Clock network drawn from the DEF:
Drawn at 3 px/um.
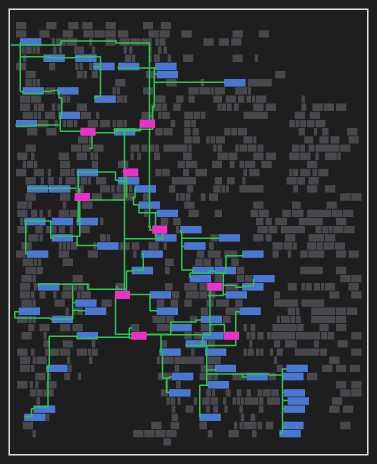
Nets reached from selected ports:
Drawn at 3 px/um.
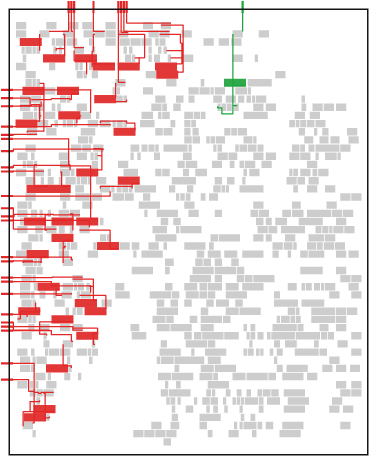
Gate families picked out:
Drawn at 2 px/um.
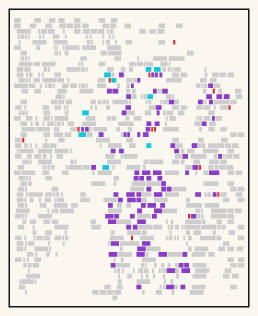
**config.mk**
```make
export PLATFORM = sky130hd
export DESIGN_NAME = regfile_wb_ctrl_flat
export DESIGN_NICKNAME = d
export VERILOG_FILES = /design/src/rtl/nova_pkg.sv /design/src/rtl/regfile_wb_ctrl_if.sv /design/src/rtl/wb_rr_arbiter.sv /design/src/rtl/regfile_wb_ctrl.sv /design/src/flat_wrapper.sv
export SDC_FILE = /design/constraint.sdc
export NUM_CORES = 1
export LEC_CHECK = 0
export CAP_MARGIN = 40
export CELL_PAD_IN_SITES_DETAIL_PLACEMENT = 0
export CELL_PAD_IN_SITES_GLOBAL_PLACEMENT = 2
export CORE_ASPECT_RATIO = 1.25
export CORE_MARGIN = 1.5
export CORE_UTILIZATION = 28
export CTS_BUF_LIST = sky130_fd_sc_hd__clkbuf_8
export CTS_CLUSTER_SIZE = 14
export DETAILED_ROUTE_END_ITERATION = 10
export HOLD_SLACK_MARGIN = 0.15
export PLACE_DENSITY_LB_ADDON = 0.3
export SETUP_SLACK_MARGIN = 0.5
export SYNTH_ARGS = -nofsm -noshare
export SYNTH_HDL_FRONTEND = slang
export SYNTH_SLANG_ARGS = --single-unit
```
**constraint.sdc**
```tcl
create_clock -name clk -period 7.2 [get_ports clk]
set_input_delay 1.08 -clock clk [delete_from_list [all_inputs] [get_ports clk]]
set_output_delay 1.08 -clock clk [all_outputs]
set_load 0.01 [all_outputs]
```
**src/rtl/nova_pkg.sv**
```systemverilog
// Shared constants and helpers for the register-file writeback controller.
package nova_pkg;

  localparam int unsigned NREGS = 32;
  localparam int unsigned AW    = $clog2(NREGS);
  localparam int unsigned DW    = 32;

  // Writeback source encodings; also the bit positions in valid/grant vectors.
  localparam logic WB_SRC_ALU = 1'b0;
  localparam logic WB_SRC_MEM = 1'b1;

  localparam logic [AW-1:0] ZERO_REG = '0;

  // r0 is never tracked, so it can never be a hazard.
  function automatic logic reg_hazard(input logic [AW-1:0]    r,
                                      input logic [NREGS-1:0] busy);
    return (r != ZERO_REG) && busy[r];
  endfunction

endpackage

```
**src/rtl/regfile_wb_ctrl_if.sv**
```systemverilog
// Issue, writeback and register-file write signals of the writeback controller.
interface regfile_wb_ctrl_if;
  import nova_pkg::*;

  logic             issue_valid;
  logic [AW-1:0]    issue_rs;
  logic [AW-1:0]    issue_rt;
  logic [AW-1:0]    issue_rd;
  logic             issue_stall;

  logic             alu_wb_valid;
  logic [AW-1:0]    alu_wb_rd;
  logic [DW-1:0]    alu_wb_data;
  logic             alu_wb_ready;

  logic             mem_wb_valid;
  logic [AW-1:0]    mem_wb_rd;
  logic [DW-1:0]    mem_wb_data;
  logic             mem_wb_ready;

  logic             rf_we;
  logic [AW-1:0]    rf_rd_addr;
  logic [DW-1:0]    rf_rd_data;
  logic [NREGS-1:0] busy_mask;
  logic             wb_err;

  // Decode/issue plus the writeback sources, observing the controller.
  modport master (
    output issue_valid, issue_rs, issue_rt, issue_rd,
    output alu_wb_valid, alu_wb_rd, alu_wb_data,
    output mem_wb_valid, mem_wb_rd, mem_wb_data,
    input  issue_stall, alu_wb_ready, mem_wb_ready,
    input  rf_we, rf_rd_addr, rf_rd_data, busy_mask, wb_err
  );

  // The controller itself.
  modport slave (
    input  issue_valid, issue_rs, issue_rt, issue_rd,
    input  alu_wb_valid, alu_wb_rd, alu_wb_data,
    input  mem_wb_valid, mem_wb_rd, mem_wb_data,
    output issue_stall, alu_wb_ready, mem_wb_ready,
    output rf_we, rf_rd_addr, rf_rd_data, busy_mask, wb_err
  );

endinterface

```
**src/rtl/wb_rr_arbiter.sv**
```systemverilog
// Two-way round-robin arbiter; the pointer only moves on contention.
module wb_rr_arbiter
  import nova_pkg::*;
(
  input  logic       clk,
  input  logic       reset,
  input  logic [1:0] valid,
  output logic [1:0] grant
);

  logic ptr_q, ptr_d;

  // Grant the lone requester, or the pointed-to one on contention.
  always_comb begin
    grant = valid;
    ptr_d = ptr_q;
    if (&valid) begin
      grant        = 2'b00;
      grant[ptr_q] = 1'b1;
      ptr_d        = ~ptr_q;
    end
  end

  // Pointer register, favouring the ALU out of reset.
  always_ff @(posedge clk) begin
    if (reset) begin
      ptr_q <= WB_SRC_ALU;
    end else begin
      ptr_q <= ptr_d;
    end
  end

endmodule

```
**src/rtl/regfile_wb_ctrl.sv**
```systemverilog
// Writeback arbitration, busy scoreboard and registered write port for the register file.
module regfile_wb_ctrl
  import nova_pkg::*;
(
  input  logic              clk,
  input  logic              reset,
  regfile_wb_ctrl_if.slave  bus
);

  logic [NREGS-1:0] busy_q, busy_d;
  logic             rf_we_q;
  logic [AW-1:0]    rf_addr_q;
  logic [DW-1:0]    rf_data_q;
  logic             wb_err_q;

  logic [1:0]       wb_valid, wb_grant;
  logic             xfer;
  logic [AW-1:0]    wb_rd;
  logic [DW-1:0]    wb_data;
  logic             issue_accept;

  assign wb_valid[WB_SRC_ALU] = bus.alu_wb_valid;
  assign wb_valid[WB_SRC_MEM] = bus.mem_wb_valid;

  wb_rr_arbiter u_arb (
    .clk   (clk),
    .reset (reset),
    .valid (wb_valid),
    .grant (wb_grant)
  );

  // Hazard detection on both sources (RAW) and the destination (WAW).
  always_comb begin
    bus.issue_stall = bus.issue_valid &
                      (reg_hazard(bus.issue_rs, busy_q) |
                       reg_hazard(bus.issue_rt, busy_q) |
                       reg_hazard(bus.issue_rd, busy_q));
    issue_accept    = bus.issue_valid & ~bus.issue_stall;
  end

  // Select the granted writeback source.
  always_comb begin
    xfer    = |wb_grant;
    wb_rd   = bus.alu_wb_rd;
    wb_data = bus.alu_wb_data;
    if (wb_grant[WB_SRC_MEM]) begin
      wb_rd   = bus.mem_wb_rd;
      wb_data = bus.mem_wb_data;
    end
  end

  // Scoreboard next state: clear on the file write, set on issue (set wins).
  always_comb begin
    busy_d = busy_q;
    if (rf_we_q) begin
      busy_d[rf_addr_q] = 1'b0;
    end
    if (issue_accept && (bus.issue_rd != ZERO_REG)) begin
      busy_d[bus.issue_rd] = 1'b1;
    end
    busy_d[ZERO_REG] = 1'b0;
  end

  // Output stage, scoreboard and sticky error state.
  always_ff @(posedge clk) begin
    if (reset) begin
      rf_we_q   <= 1'b0;
      rf_addr_q <= '0;
      rf_data_q <= '0;
      busy_q    <= '0;
      wb_err_q  <= 1'b0;
    end else begin
      busy_q  <= busy_d;
      rf_we_q <= xfer && (wb_rd != ZERO_REG);
      if (xfer) begin
        rf_addr_q <= wb_rd;
        rf_data_q <= wb_data;
        // Writeback to a register nobody is waiting on.
        if ((wb_rd != ZERO_REG) && !busy_q[wb_rd]) begin
          wb_err_q <= 1'b1;
        end
      end
    end
  end

  assign bus.alu_wb_ready = wb_grant[WB_SRC_ALU];
  assign bus.mem_wb_ready = wb_grant[WB_SRC_MEM];
  assign bus.rf_we        = rf_we_q;
  assign bus.rf_rd_addr   = rf_addr_q;
  assign bus.rf_rd_data   = rf_data_q;
  assign bus.busy_mask    = busy_q;
  assign bus.wb_err       = wb_err_q;

endmodule

```
**src/flat_wrapper.sv**
```systemverilog
// flat-port wrapper written by rule: the top's interface ports become plain ports
module regfile_wb_ctrl_flat import nova_pkg::*;
  (clk, reset, bus_issue_valid, bus_issue_rs, bus_issue_rt, bus_issue_rd, bus_alu_wb_valid, bus_alu_wb_rd, bus_alu_wb_data, bus_mem_wb_valid, bus_mem_wb_rd, bus_mem_wb_data, bus_issue_stall, bus_alu_wb_ready, bus_mem_wb_ready, bus_rf_we, bus_rf_rd_addr, bus_rf_rd_data, bus_busy_mask, bus_wb_err);
  regfile_wb_ctrl_if bus_i ();
  input  logic clk;
  input  logic reset;
  input wire logic [$bits(bus_i.issue_valid)-1:0] bus_issue_valid;
  input wire logic [$bits(bus_i.issue_rs)-1:0] bus_issue_rs;
  input wire logic [$bits(bus_i.issue_rt)-1:0] bus_issue_rt;
  input wire logic [$bits(bus_i.issue_rd)-1:0] bus_issue_rd;
  input wire logic [$bits(bus_i.alu_wb_valid)-1:0] bus_alu_wb_valid;
  input wire logic [$bits(bus_i.alu_wb_rd)-1:0] bus_alu_wb_rd;
  input wire logic [$bits(bus_i.alu_wb_data)-1:0] bus_alu_wb_data;
  input wire logic [$bits(bus_i.mem_wb_valid)-1:0] bus_mem_wb_valid;
  input wire logic [$bits(bus_i.mem_wb_rd)-1:0] bus_mem_wb_rd;
  input wire logic [$bits(bus_i.mem_wb_data)-1:0] bus_mem_wb_data;
  output wire logic [$bits(bus_i.issue_stall)-1:0] bus_issue_stall;
  output wire logic [$bits(bus_i.alu_wb_ready)-1:0] bus_alu_wb_ready;
  output wire logic [$bits(bus_i.mem_wb_ready)-1:0] bus_mem_wb_ready;
  output wire logic [$bits(bus_i.rf_we)-1:0] bus_rf_we;
  output wire logic [$bits(bus_i.rf_rd_addr)-1:0] bus_rf_rd_addr;
  output wire logic [$bits(bus_i.rf_rd_data)-1:0] bus_rf_rd_data;
  output wire logic [$bits(bus_i.busy_mask)-1:0] bus_busy_mask;
  output wire logic [$bits(bus_i.wb_err)-1:0] bus_wb_err;
  assign bus_i.issue_valid = bus_issue_valid;
  assign bus_i.issue_rs = bus_issue_rs;
  assign bus_i.issue_rt = bus_issue_rt;
  assign bus_i.issue_rd = bus_issue_rd;
  assign bus_i.alu_wb_valid = bus_alu_wb_valid;
  assign bus_i.alu_wb_rd = bus_alu_wb_rd;
  assign bus_i.alu_wb_data = bus_alu_wb_data;
  assign bus_i.mem_wb_valid = bus_mem_wb_valid;
  assign bus_i.mem_wb_rd = bus_mem_wb_rd;
  assign bus_i.mem_wb_data = bus_mem_wb_data;
  assign bus_issue_stall = bus_i.issue_stall;
  assign bus_alu_wb_ready = bus_i.alu_wb_ready;
  assign bus_mem_wb_ready = bus_i.mem_wb_ready;
  assign bus_rf_we = bus_i.rf_we;
  assign bus_rf_rd_addr = bus_i.rf_rd_addr;
  assign bus_rf_rd_data = bus_i.rf_rd_data;
  assign bus_busy_mask = bus_i.busy_mask;
  assign bus_wb_err = bus_i.wb_err;
  regfile_wb_ctrl u_core (.clk(clk), .reset(reset), .bus(bus_i));
endmodule
```
==> run notes <==
fresh numbers from the pnr run: DP Wirelength=approximately 13 mm, ys async rst share=0, Slew Limit Fails=0, antenna violations before repair=0, DRT Pass-1 Iters=5, GP Congestion=~0.88, final setup fails=0, Post-Syn Area per Cell=8.323 um2, Clock group=0.000309 W, setup bufs post-CTS=0, status=finished clean, pre-CTS setup slack=between 2000 and 2500 ps, I/O pin total=~170, Critical Path AT=3910 ps, Top cell area share=0.3017, Main logic family=simple AND/OR/NAND/NOR gates, Worst R2R Path Depth=6, vias in the first global route=5164, # hold bufs at CTS=0, Finished Layout Cells=918, flip-flop and latch count=between 70 and 80, Top cells by area=dfxtp_1 30%, nor2_1 8.6%, mux4_2 7.6%, mux2i_1 7.2%, o31ai_2 5.0%, clock-pin slew on the worst setup and hold paths=about 90 ps, GRT Util Overall=0.2138, row count=about 52, Biggest consumer=sequential cells, CP startpoint=bus_issue_rd[0], design area=0.006659 mm2, logic share of the area=0.4547, post-placement cell count=902, Synth Warn #=0, area leader, netlist=dfxtp_1, Antenna Nets Post-Route=0, clock buffer depth=2, PnR Total Power=0.001007 W, and+or+nand+nor area frac=0.2837, nonclk buf count=169, Worst Hold Depth=2, cell type taking the most area=logic gates, Worst Hold End=u_core.bus.rf_rd_data[11]$_SDFFE_PP0P_, FP Core Util=0.2885, Adder Area Share=0, synthesis-to-layout area growth=41.35%, final worst setup slack=2206 ps, class of the worst hold path=reg2reg, count leader, synth=nor2_1, Worst setup SP type=primary input, #MultiIn Comb=about 430, worst skew pair latency=360 ps, Inverters=13, Final period util=0.6936, Fill cells=1642, most used logic cell in the final layout=clkdlybuf4s50_1, Pwr per Cell Area=151.2 mW/mm2, Die X=between 100 and 150 um, Hold WS=501.0 ps, CTS tree=yes, ys cells=566, die area=0.01762 mm2, most frequent cells in the layout=166 x clkdlybuf4s50_1, 108 x nor2_1, 71 x dfxtp_1, 39 x nand2_1, 35 x nor4_1, Internal=0.0006762 W, WP data required=6120 ps, final wirelength=19.03 mm, flip-flop and latch area=0.001421 mm2, most frequent cells after synthesis=108 x nor2_1, 71 x dfxtp_1, 40 x nand2_1, placed cell areas=0.006472 mm2, via count=5127, ratio of cells with drive above 1 in the final layout=0.09829, Routed WL per cell=20.73 um, Layout Utilization=0.4078, CLK BUF=9, Synth Area in Compound Gates=0.1873, sw frac=0.3284, first-pass GRT wire length=between 20 and 30 mm, # Max-Cap Violations=0, CORE AREA=0.01633 mm2, area of the mapped netlist=approximately 0.0047 mm2, worst-margin pin slew=between 800 and 900 ps, mean number of vias per cell=5.585, diodes inserted=0, final net count=between 700 and 800, Starting DRT DRC Count=383, clk root buf=clkbuf_8, H-Tree Level Count=3, Tap Cells=approximately 220
Back to the opening pictures, 'clock network drawn from the DEF':
magenta -> cells driving clock nets  # count 9
blue -> flip-flops  # count 71
green -> clock wires  # length 1080 um
flops lie = all over the die
routed clock nets = 10

Back to the opening pictures, 'nets reached from selected ports':
red -> bus_rf_rd_data  # direction output, end cells 32, buffers 32, wire 1110 um
green -> bus_wb_err  # direction output, end cells 1, buffers 1, wire 46.5 um

Back to the opening pictures, 'gate families picked out':
cyan -> AND-OR and OR-AND gates  # cells 9
red -> inverters  # cells 13, most used inv_1
purple -> inverting AOI/OAI gates  # cells 95, most used o31ai_2

## registers in the layout, indices dropped and copies added (netlist names)
register	count
u_core.bus.rf_we	1
u_core.bus.wb_err	1
u_core.bus.rf_rd_data	32
u_core.bus.busy_mask	31
u_core.u_arb.ptr_q	1
u_core.bus.rf_rd_addr	5
## routing by layer
layer  part of all wire  vias up  GRT usage
met5                  0        -          0
met4              0.041        0    0.09880
met3              0.097       47    0.06636
met2               0.46      260     0.3419
met1               0.41     2438     0.2625
li1                   -     2382          -
## worst max-delay path: stages
cell,delay [ps]
clkdlybuf4s50_1,700
nand2b_1,530
a2bb2oi_1,240
o41ai_1,510
nor4_4,130
a31oi_1,160
clkdlybuf4s50_1,560
Power is estimated from default activity; no workload was simulated.
